Figure 1. Routed metal per tile.
The die is cut into 10 by 9 equal tiles; black is low, pale yellow is high, scaled to the fullest tile. Values are wire area over tile area, all layers added.
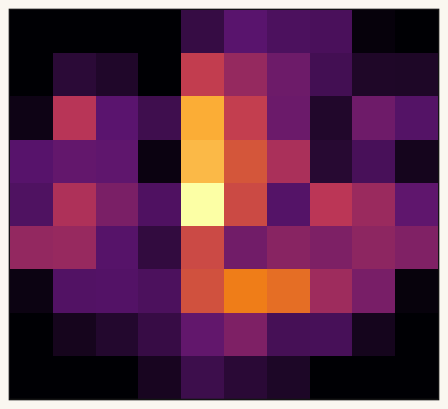
Figure 2. Metal 3.
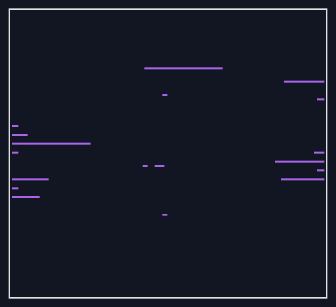
Figure 3. Sequential cells colored by netlist name.
Other sequential cells in the stronger gray, the rest of the logic in the fainter gray.
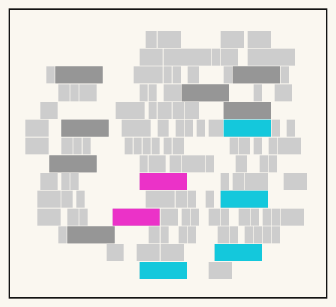
Figure 4. Placement view.
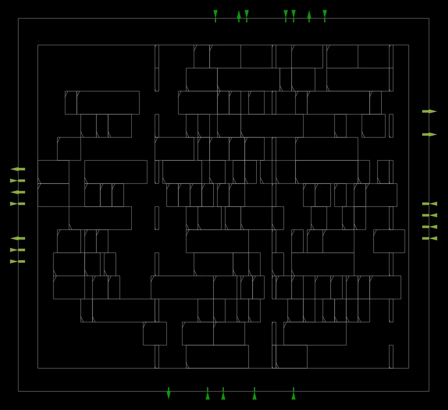
Figure 5. I/O nets highlighted.
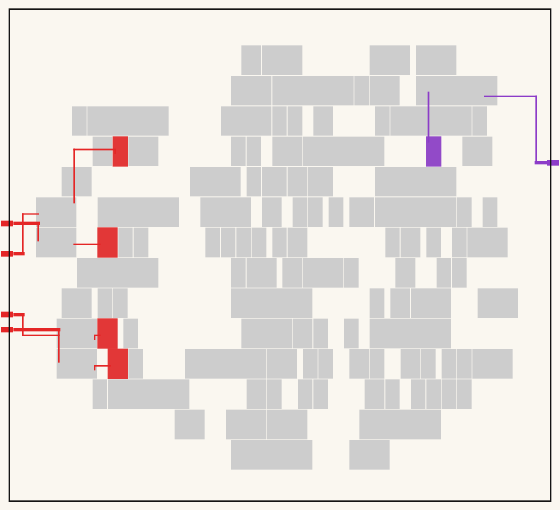
===== src/rtl/upcount_load_sequencer.sv =====
// rtl/upcount_load_sequencer.sv - load/increment sequencer for a loadable up-counter
// Define AUTO_RELOAD_EN to make DONE restart the same sequence instead of returning to IDLE.
module upcount_load_sequencer #(
    parameter int               WIDTH    = 4,
    parameter logic [WIDTH-1:0] LOAD_VAL = WIDTH'(4'b0100)
) (
    input  logic             i_clk,
    input  logic             i_clear,
    input  logic             i_start,
    input  logic             i_abort,
    input  logic             i_hold,
    input  logic [WIDTH-1:0] i_ld_val,
    input  logic [WIDTH-1:0] i_term,
    input  logic [WIDTH-1:0] i_ctr_q,
    output logic             o_ctr_load,
    output logic             o_ctr_inc,
    output logic [WIDTH-1:0] o_ctr_din,
    output logic             o_busy,
    output logic             o_done
);

    typedef enum logic [1:0] {
        IDLE = 2'b00,
        LOAD = 2'b01,
        RUN  = 2'b10,
        DONE = 2'b11
    } state_t;

    state_t           r_state;
    logic [WIDTH-1:0] r_din;
    logic [WIDTH-1:0] r_term;
    logic             r_load;
    logic             r_busy;
    logic             r_done;
    logic             w_at_term;

    assign w_at_term = (i_ctr_q == r_term);

    always_ff @(posedge i_clk) begin
        if (i_clear) begin
            r_state <= IDLE;
            r_din   <= LOAD_VAL;
            r_term  <= '0;
            r_load  <= 1'b0;
            r_busy  <= 1'b0;
            r_done  <= 1'b0;
        end else begin
            r_load <= 1'b0;
            r_done <= 1'b0;
            case (r_state)
                IDLE: begin
                    if (i_start) begin
                        r_din   <= i_ld_val;
                        r_term  <= i_term;
                        r_state <= LOAD;
                        r_load  <= 1'b1;
                        r_busy  <= 1'b1;
                    end
                end
                LOAD: begin
                    if (i_abort) begin
                        r_state <= IDLE;
                        r_busy  <= 1'b0;
                    end else begin
                        r_state <= RUN;
                    end
                end
                RUN: begin
                    // Terminal compare wins over hold; abort wins over both.
                    if (i_abort) begin
                        r_state <= IDLE;
                        r_busy  <= 1'b0;
                    end else if (w_at_term) begin
                        r_state <= DONE;
                        r_done  <= 1'b1;
                    end
                end
                DONE: begin
`ifdef AUTO_RELOAD_EN
                    r_state <= LOAD;
                    r_load  <= 1'b1;
`else
                    r_state <= IDLE;
                    r_busy  <= 1'b0;
`endif
                end
                default: begin
                    r_state <= IDLE;
                    r_busy  <= 1'b0;
                end
            endcase
        end
    end

    // Strobes to the counter are masked in the abort cycle so it never moves on a cancel.
    assign o_ctr_load = r_load & ~i_abort;
    assign o_ctr_inc  = (r_state == RUN) & ~i_hold & ~i_abort & ~w_at_term;
    assign o_ctr_din  = r_din;
    assign o_busy     = r_busy;
    assign o_done     = r_done;

endmodule


===== config.mk =====
export PLATFORM = sky130hd
export DESIGN_NAME = upcount_load_sequencer
export DESIGN_NICKNAME = d
export VERILOG_FILES = /design/src/rtl/upcount_load_sequencer.sv
export SDC_FILE = /design/constraint.sdc
export NUM_CORES = 1
export LEC_CHECK = 0
export ABC_AREA = 1
export CORE_ASPECT_RATIO = 0.9
export CORE_MARGIN = 2
export CORE_UTILIZATION = 35
export DETAILED_ROUTE_END_ITERATION = 12
export PLACE_DENSITY = 0.77
export SYNTH_ARGS = -nofsm -noshare
export SYNTH_HDL_FRONTEND = slang
export SYNTH_SLANG_ARGS = --single-unit

===== constraint.sdc =====
create_clock -name i_clk -period 3.1 [get_ports i_clk]
set_clock_uncertainty 0.2 [all_clocks]
set_input_delay 0.62 -clock i_clk [delete_from_list [all_inputs] [get_ports i_clk]]
set_output_delay 0.62 -clock i_clk [all_outputs]
set_load 0.1 [all_outputs]

==> impl_metrics.env <==
# source this file to load flow results
export IMPL_status="finished, final reports clean"
export IMPL_crit_family="buffers and inverters"
export IMPL_nonClkBufAreaFrac_pct=26.9
export IMPL_grtUsageTotal_pct=13.7
export IMPL_synthAoiAreaFrac_pct=12.9
export IMPL_whs_path_depth=2
export IMPL_synth_area_leader_cell="dfxtp_1"
export IMPL_seqPwrFrac_pct=36.7
export IMPL_reg2reg_to="o_ctr_din[0]"
export IMPL_initCoreUtil_pct=37.3
export IMPL_cp_endpoint="o_ctr_inc"
export IMPL_seq_cell_count=13
export IMPL_hold_path_startpoint="o_busy"
export IMPL_die_w_um=48.4
export IMPL_antenna_cells=0
export IMPL_power_leader="combinational cells"
export IMPL_layout_top_cells="nand2_1 (19), inv_1 (17), clkdlybuf4s50_1 (16), nor2_1 (15), dfxtp_1 (13)"
export IMPL_final_cells=141
export IMPL_yosys_top_cells_area="dfxtp_1 (42%), nand2_1 (11%), inv_1 (10%), nor2_1 (9.1%), ha_1 (8.1%)"
export IMPL_synthFlopType="dfxtp_1"
export IMPL_tool_warnings=29
export IMPL_cts_sinks=13
export IMPL_clock_power_share_pct=17.6
export IMPL_routed_wl_um=1320
export IMPL_grt_busiest_layer="met2"
export IMPL_reg2reg_from="r_state[0]"
export IMPL_preCtsSetupSlack_ps=467
export IMPL_dp_hpwl_um=1010
export IMPL_worst_setup_path_type="input port to output port"
export IMPL_grt_max_degree=15
export IMPL_grt_pass1_vias=577
export IMPL_n_all_buffers=24
export IMPL_setup_viol=0
export IMPL_max_slew_worst_pin_slew_ps=416
export IMPL_clock_latency_ps=270
export IMPL_period_used_pct=84.3
export IMPL_n_tap_cell=24
export IMPL_avgViaCountPerCell=4.41
export IMPL_antenna_found_initial=0
export IMPL_hold_viol=0
export IMPL_ctsResizeCount=0
export IMPL_comb_cell_power_mw=0.262
export IMPL_ys_warn_count=0
export IMPL_post_dp_cell_area_sq_um=886
export IMPL_powerSeq_mw=0.210
export IMPL_grtUsageMet1_pct=14.9
export IMPL_n_all_inverters=17
export IMPL_gp_congestion=0.690
export IMPL_max_clock_freq_ghz=0.382
export IMPL_n_fill_cell=174
export IMPL_wl_met2_um=647
export IMPL_slew_headroom_pct=72.2
export IMPL_crit_fanout=2
export IMPL_worstSetupStartpointType="input port"
export IMPL_powerDensity_mw_per_mm2=628
export IMPL_post_drt_wl_per_cell_um=9.38
export IMPL_worst_r2r_setup_slack_ps=1450
export IMPL_p_sw_share_pct=43.6
export IMPL_met1_length_um=581
export IMPL_dieHeight_um=43.9
export IMPL_grt_overflow=0
export IMPL_hold_path_class="flip-flop to flip-flop"
export IMPL_grt_pass1_wl_um=2210
export IMPL_layout_top_cell="nand2_1"
export IMPL_core_area_sq_mm=0.00166
export IMPL_p_clk_mw=0.101
export IMPL_root_buffer="clkbuf_4"
export IMPL_vdd_drop_max_mv=0.314
export IMPL_max_cap_violations=0
export IMPL_total_power_mw=0.573
export IMPL_path_clk_slew_ps=70
export IMPL_route_detailed_drc=0
export IMPL_rsz0062_at_grt="false"
export IMPL_path_cells="clkdlybuf4s50_1, nand2_1, nand2_1, nor2_1, nand2_1, nand2_2, nor2_1, buf_12"
export IMPL_synth_most_common_cell="nand2_1"
export IMPL_yosys_cells=91
export IMPL_top_cells_by_count="nand2_1 (19), inv_1 (17), nor2_1 (15), dfxtp_1 (13), o21ai_0 (10)"
export IMPL_cp_required_ps=2280
export IMPL_numPlacedInstances=137
export IMPL_wl_met3_um=61
export IMPL_min_period_ps=2610
export IMPL_logic_family="simple AND/OR/NAND/NOR gates"
export IMPL_endpoint_kind="output port"
export IMPL_final_setup_worst_slack_ps=486
export IMPL_switching_power_mw=0.249
export IMPL_pin_count=25
export IMPL_met2_usage_pct=25.0
export IMPL_ys_sh_simple_pct=25.2
export IMPL_area_growth_pct=47.0
export IMPL_htree_levels=1
## Picture notes: Figure 1
densest ninth of the die = center
nearly empty tiles = 19%
fullest tile = 0.42
tiles over half the peak = 12%
emptiest ninth of the die = lower left
mean over tiles = 0.10

## Picture notes: Figure 2
share of all routed wire = 4.6%
main direction = horizontal
wire length on this layer = 61.1 um
nets with wire on the layer = 15
longest straight run = 11.7 um

## Picture notes: Figure 3
magenta -> r_state  # flops 2
cyan -> r_term  # flops 4
not colored = 7

## Picture notes: Figure 4
row count: 14
Seq area share: 28.5%

## Picture notes: Figure 5
red -> i_ld_val  # direction input, edge left, end cells 4, buffers 4, wire 35.4 um
purple -> o_ctr_load  # direction output, edge right, end cells 1, buffers 1, wire 15.8 um

